**Clock distribution**

Drawn at 6 px/um.
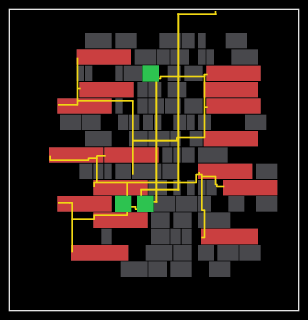
**Routed metal, one colour a layer**

Drawn at 8 px/um.
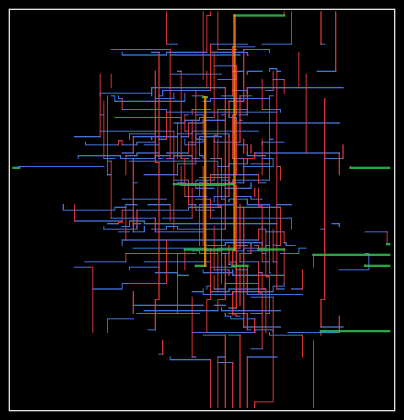
**Congestion heat map**

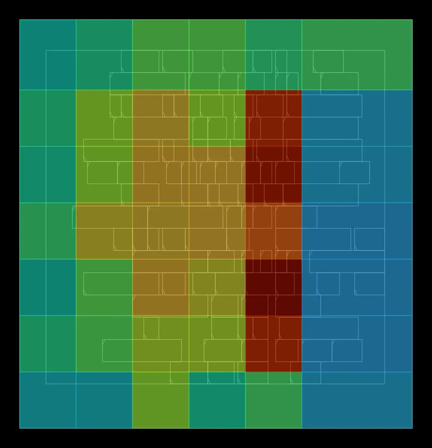
[src/rtl/antidiff_sequencer.sv]
// -----------------------------------------------------------------------------
// antidiff_sequencer
// Control-path sequencer for the pipelined multi-column antidiff (cumulative-sum)
// operator. Data runs directly between source, operator and sink; this block
// only decides when the operator is enabled, cleared, and when its result is
// presented to the sink.
//
// Ports
//   clk         rising-edge clock
//   reset_n     asynchronous active-low reset
//   clear       synchronous abort: drop work, clear operator, restart frame
//   in_valid    source has an input vector on the operator's in bus
//   in_ready    vector accepted on a cycle where in_valid && in_ready
//   out_valid   operator out bus holds a finished result
//   out_ready   sink takes the result on a cycle where out_valid && out_ready
//   op_en       operator enable, one-cycle pulse per accepted vector
//   op_reset    operator synchronous reset (active-high)
//   sample_idx  index of the current/next sample within the frame
//   frame_last  with out_valid: this result is sample FRAME_LEN-1
//   busy        state != IDLE
//   state_dbg   current FSM state encoding
//
// Handshake semantics: a transfer happens on every rising edge where valid and
// ready are both high. Valid never depends on ready. Once out_valid is raised it
// stays high (and the result stays stable) until the transfer or a clear/reset.
// in_ready is the only combinational output (state decode & !clear).
// -----------------------------------------------------------------------------
module antidiff_sequencer #(
    parameter int COLUMNS   = 1,
    parameter int FRAME_LEN = 256,
    parameter int IDX_BITS  = $clog2(FRAME_LEN)
) (
    input  logic                clk,
    input  logic                reset_n,
    input  logic                clear,
    input  logic                in_valid,
    output logic                in_ready,
    output logic                out_valid,
    input  logic                out_ready,
    output logic                op_en,
    output logic                op_reset,
    output logic [IDX_BITS-1:0] sample_idx,
    output logic                frame_last,
    output logic                busy,
    output logic [2:0]          state_dbg
);

    localparam logic [2:0] ST_CLR   = 3'd0;
    localparam logic [2:0] ST_IDLE  = 3'd1;
    localparam logic [2:0] ST_ISSUE = 3'd2;
    localparam logic [2:0] ST_RUN   = 3'd3;
    localparam logic [2:0] ST_CARRY = 3'd4;
    localparam logic [2:0] ST_OUT   = 3'd5;

    // RUN lasts COLUMNS-1 cycles; the counter holds the cycles left after the
    // current one, so it is loaded with COLUMNS-2 on entry.
    localparam int               CNT_W    = (COLUMNS > 2) ? $clog2(COLUMNS - 1) : 1;
    localparam logic [CNT_W-1:0] RUN_LOAD = CNT_W'((COLUMNS >= 2) ? (COLUMNS - 2) : 0);
    localparam logic [IDX_BITS-1:0] LAST_IDX = IDX_BITS'(FRAME_LEN - 1);

    logic [2:0]          state_q, state_n;
    logic [CNT_W-1:0]    cnt_q, cnt_n;
    logic [IDX_BITS-1:0] idx_n;

    assign state_dbg = state_q;
    assign in_ready  = (state_q == ST_IDLE) && !clear;

    always_comb begin
        state_n = state_q;
        cnt_n   = cnt_q;
        idx_n   = sample_idx;
        if (clear) begin
            state_n = ST_CLR;
            idx_n   = '0;
        end else begin
            case (state_q)
                ST_CLR:   state_n = ST_IDLE;
                ST_IDLE:  if (in_valid) state_n = ST_ISSUE;
                ST_ISSUE: begin
                    if (COLUMNS == 1) begin
                        state_n = ST_CARRY;
                    end else begin
                        state_n = ST_RUN;
                        cnt_n   = RUN_LOAD;
                    end
                end
                ST_RUN: begin
                    if (cnt_q == '0) state_n = ST_CARRY;
                    else             cnt_n   = cnt_q - CNT_W'(1);
                end
                ST_CARRY: state_n = ST_OUT;
                ST_OUT: begin
                    if (out_ready) begin
                        // The end of a frame goes back through CLR so the
                        // operator's running sum restarts from zero.
                        if (sample_idx == LAST_IDX) begin
                            idx_n   = '0;
                            state_n = ST_CLR;
                        end else begin
                            idx_n   = sample_idx + IDX_BITS'(1);
                            state_n = ST_IDLE;
                        end
                    end
                end
                default:  state_n = ST_CLR;
            endcase
        end
    end

    // Outputs are registered from the next-state decode so they line up with
    // the state they describe and carry no path from in_valid/out_ready.
    always_ff @(posedge clk or negedge reset_n) begin
        if (!reset_n) begin
            state_q    <= ST_CLR;
            cnt_q      <= '0;
            sample_idx <= '0;
            op_reset   <= 1'b1;
            op_en      <= 1'b0;
            out_valid  <= 1'b0;
            frame_last <= 1'b0;
            busy       <= 1'b1;
        end else begin
            state_q    <= state_n;
            cnt_q      <= cnt_n;
            sample_idx <= idx_n;
            op_reset   <= (state_n == ST_CLR);
            op_en      <= (state_n == ST_ISSUE);
            out_valid  <= (state_n == ST_OUT);
            frame_last <= (state_n == ST_OUT) && (idx_n == LAST_IDX);
            busy       <= (state_n != ST_IDLE);
        end
    end

endmodule
[config.mk]
export PLATFORM = sky130hd
export DESIGN_NAME = antidiff_sequencer
export DESIGN_NICKNAME = d
export VERILOG_FILES = /design/src/rtl/antidiff_sequencer.sv
export SDC_FILE = /design/constraint.sdc
export NUM_CORES = 1
export LEC_CHECK = 0
export CAP_MARGIN = 20
export CORE_AREA = 3 3 45 47
export CTS_CLUSTER_DIAMETER = 120
export DETAILED_ROUTE_END_ITERATION = 10
export DIE_AREA = 0 0 48 50
export GPL_ROUTABILITY_DRIVEN = 0
export GPL_TIMING_DRIVEN = 0
export PLACE_DENSITY = 0.85
export RECOVER_POWER = 50
export SYNTH_ARGS = -nofsm -noshare
export SYNTH_HDL_FRONTEND = slang
export SYNTH_SLANG_ARGS = --single-unit
[constraint.sdc]
create_clock -name clk -period 2 [get_ports clk]
set_input_delay 0.5 -clock clk [delete_from_list [all_inputs] [get_ports clk]]
set_output_delay 0.5 -clock clk [all_outputs]
set_load 0.03 [all_outputs]
==> Changelog: implementation <==
### Changed

* Status: complete, no violations
* H-tree Lvls at 1
* Family with the most delay on the worst path: buffers and inverters
* MUX area fraction at 1.327%
* Syn_nets at 80
* Sequential cell area at 402.9 um^2
* Yosys cell count at 74
* Final hold violations at 0
* Clock buffer depth at 2
* Placed inst area at 992.2 um^2
* Fp util at 44.67%
* Maximum vdd drop at around 530 uV
* Area Growth Syn to Fin at 37.31%
* Most common cell in the netlist: dfrtp_1
* Router iterations before antenna repair at 4
* CTS sink cnt at 16
* Max incr delay on CP at 0.66 ns
* CTS root buf: clkbuf_4
* Fin. max-slew vios at 0
* Crit. End Element: output pin
* Chip area at 0.002400 mm^2
* Hpwl dp at around 1200 um
* Startpoint Class: flop
* Post-synth top flop: dfrtp_1
* Tightest Pin Transition at 0.6841 ns
* TritonCTS clock tree: built
* XOR Share, Synth at 4.643%
* Log Warnings at 26
* Top area cell types: dfrtp_1 (46%), dfstp_2 (7.0%), nand2_1 (3.5%), nor2_1 (3.5%), nand4_1 (3.3%)
* Vias per cell at 5.724
* Setup Fix Bufs, Post-CTS at 0
* Slowest cell on crit path: clkdlybuf4s50_1
* Leakage power at 0.4828 nW
* Maximum clock frequency at about 510 MHz
* Period minus WS final at 1.975 ns
* RSZ-0062 raised after global routing: no
* DRC Markers at 0
* Number of enable flip-flop cells at 0
* Antenna Nets Post-Route at 0
* Synthesized area at 754.5 um^2
* Vias in the first global route at 574
* Synth logic family: simple AND/OR/NAND/NOR gates
* Non-Filler Instances at approximately 120
* Yosys simple share at 27.03%
* Synth top area share at a little under half
* Die Ht at 50 um
* Final setup fails at 0
* Max FO, Critical Path at 1
* Max-cap viol count at 0
* Total core area at approximately 0.0017 mm^2
* Worst endpoint required time at 1.50 ns
* Post-synthesis sequential area ratio at 53.40%
* WP data arrival at between 1 and 1.5 ns
* GR Overflow Total at 0
* Synth flops at 16
* Initial DRC count at 21
* Fill count at 144
* Synthesis area per yosys at 754.5 um^2
* Cells after Synth at 74
* Hold WC Path Type: flop to flop
* CTS Buf Count at 3
* DIE WIDTH at around 48 um
* Ports at 22
* Pwr Density at about 640 mW/mm^2
* Final Net Count at approximately 110
* Final instance area at 0.001036 mm^2
* First-pass GRT wire length at 2622 um
* Reg clk slew, reported paths at 0.10 ns
* Pin count of the biggest net entering global routing at 17
* Synthesized area per cell at about 10 um^2
* Logic area at 342.8 um^2
* Worst path bufs/invs at 1
* Synth area leader: dfrtp_1
* Share of cells above drive strength 1 at between 10 and 15%
* Synth warn at 0
* CP Cell Sequence: clkdlybuf4s50_1
* Yosys adder share at 1.658%
* CP Class: flop to output pin
* Compound-Gate Fraction of Synth Area at under 10%
* Async S/R FF share, synth at 100.0%
* Synth unique cells at 31
* Rel. slew slack at 54.24%
* Initial antenna violation count at 0
* Final period util at 98.74%
* Synth cell count leaders: dfrtp_1 (14), nand2_1 (7), nor2_1 (7)
* FP Rows at 15
* Post-Place Cells at 112
* Diode count at 0
* Port bufs at 21
## Picture notes: 'clock distribution'
[yellow] clock wires | length: 217 um
[green] cells driving clock nets | count: 3
[red] flip-flops | count: 16
routed clock nets: 4
Power Clock: 218 uW
clock skew: 0.003663 ns
worst skew pair latency: 0.29 ns

## Picture notes: 'routed metal, one colour a layer'
| colour | layer | wire length |
|---|---|---|
| blue | met1 | 822 um |
| orange | met4 | 50.3 um |
| green | met3 | 52.9 um |
| red | met2 | 758 um |
routed len/inst: 14.51 um
total wire length: 1683 um
Tot GR Track Use: 15.48%
DR vias: 664

## Picture notes: 'congestion heat map'
GRT Max-Usage Layer: met1
Final Util: 61.33%
met3 Usage GRT: 2.555%

-- final timing paths --
check                                 to           from  cells after the start  slack [ns]
max                                 busy           busy                      1        0.03
min                        sample_idx[0]  sample_idx[0]                      2        0.61
max reg2reg                         busy  sample_idx[0]                      5        0.26
min reg2reg                sample_idx[0]  sample_idx[0]                      2        0.61
max in group asynchronous  sample_idx[2]        reset_n                      1        0.88
min in group asynchronous          op_en        reset_n                      1        0.68
-- power by group --
part	switching, mW	internal [mW]
Clock	0.107	0.111
Combinational	0.0556	0.0369
Sequential	0.0128	0.338
-- layout by cell type, fill, tap and decap left out, drive strengths merged, types with 2 or more instances in the layout --
master,Yosys,final
dfstp,2,2
or3,3,3
dlygate4sd2,0,3
clkdlybuf4s50,0,9
xor2,2,2
nand2,7,7
nor2,7,7
nand3,4,4
dlygate4sd3,0,3
a21oi,3,3
xnor2,2,2
nand4,4,4
buf,1,2
clkbuf,1,6
and3,2,2
nor3,5,5
dfrtp,14,14
dlymetal6s2s,0,4
-- state kept, by name (all words and copies together) (netlist names) --
name        cells
busy            1
frame_last      1
op_en           1
op_reset        1
out_valid       1
sample_idx      8
state_dbg       3
-- logic make-up (layout without fill, tap and decap cells) --
logic type | count (synthesis) | in the layout
AND-OR/OR-AND | 11 | 11
XOR/XNOR | 4 | 4
adder cells (fa/ha/maj) | 1 | 1
buffers and inverters | 3 | 28
flip-flops | 16 | 16
multiplexers | 1 | 1
AND/OR/NAND/NOR | 38 | 38
-- what timing repair did --
action                     CTS  global route
setup endpoints to repair    3             5
hold buffers                 0             0
resized                     13             5
-- final cells by class --
cell class	count	share of cell area (%)
sequential	16	38.89
multi-input combinational	55	33.09
tap	17	2.053
clock buffer	4	3.502
buffer	2	2.053
inverter	1	0.3623
timing repair buffer	21	20.05
-- per-layer routing --
layer	track usage, %	routed length [um]	up-vias
met5	0	0	-
met4	9.865	50	0
met3	2.555	52	4
met2	21.37	758	16
met1	21.49	821	318
li1	-	-	326
-- per-stage QoR --
stage	hold WS, ns	worst slack [ns]	TNS, ns	total power [mW]
after global routing	0.6435	0.0001930	0	0.6838
after global placement	0.5960	-0.7133	-0.8285	0.4503
after CTS	0.6103	0.008474	0	0.6655
final	0.6118	0.02529	0	0.6609
after detailed placement	0.5946	-0.7196	-0.8862	0.4528
after floorplan	0.2044	0.1838	0	0.4043
Power and IR drop assume default switching activity.
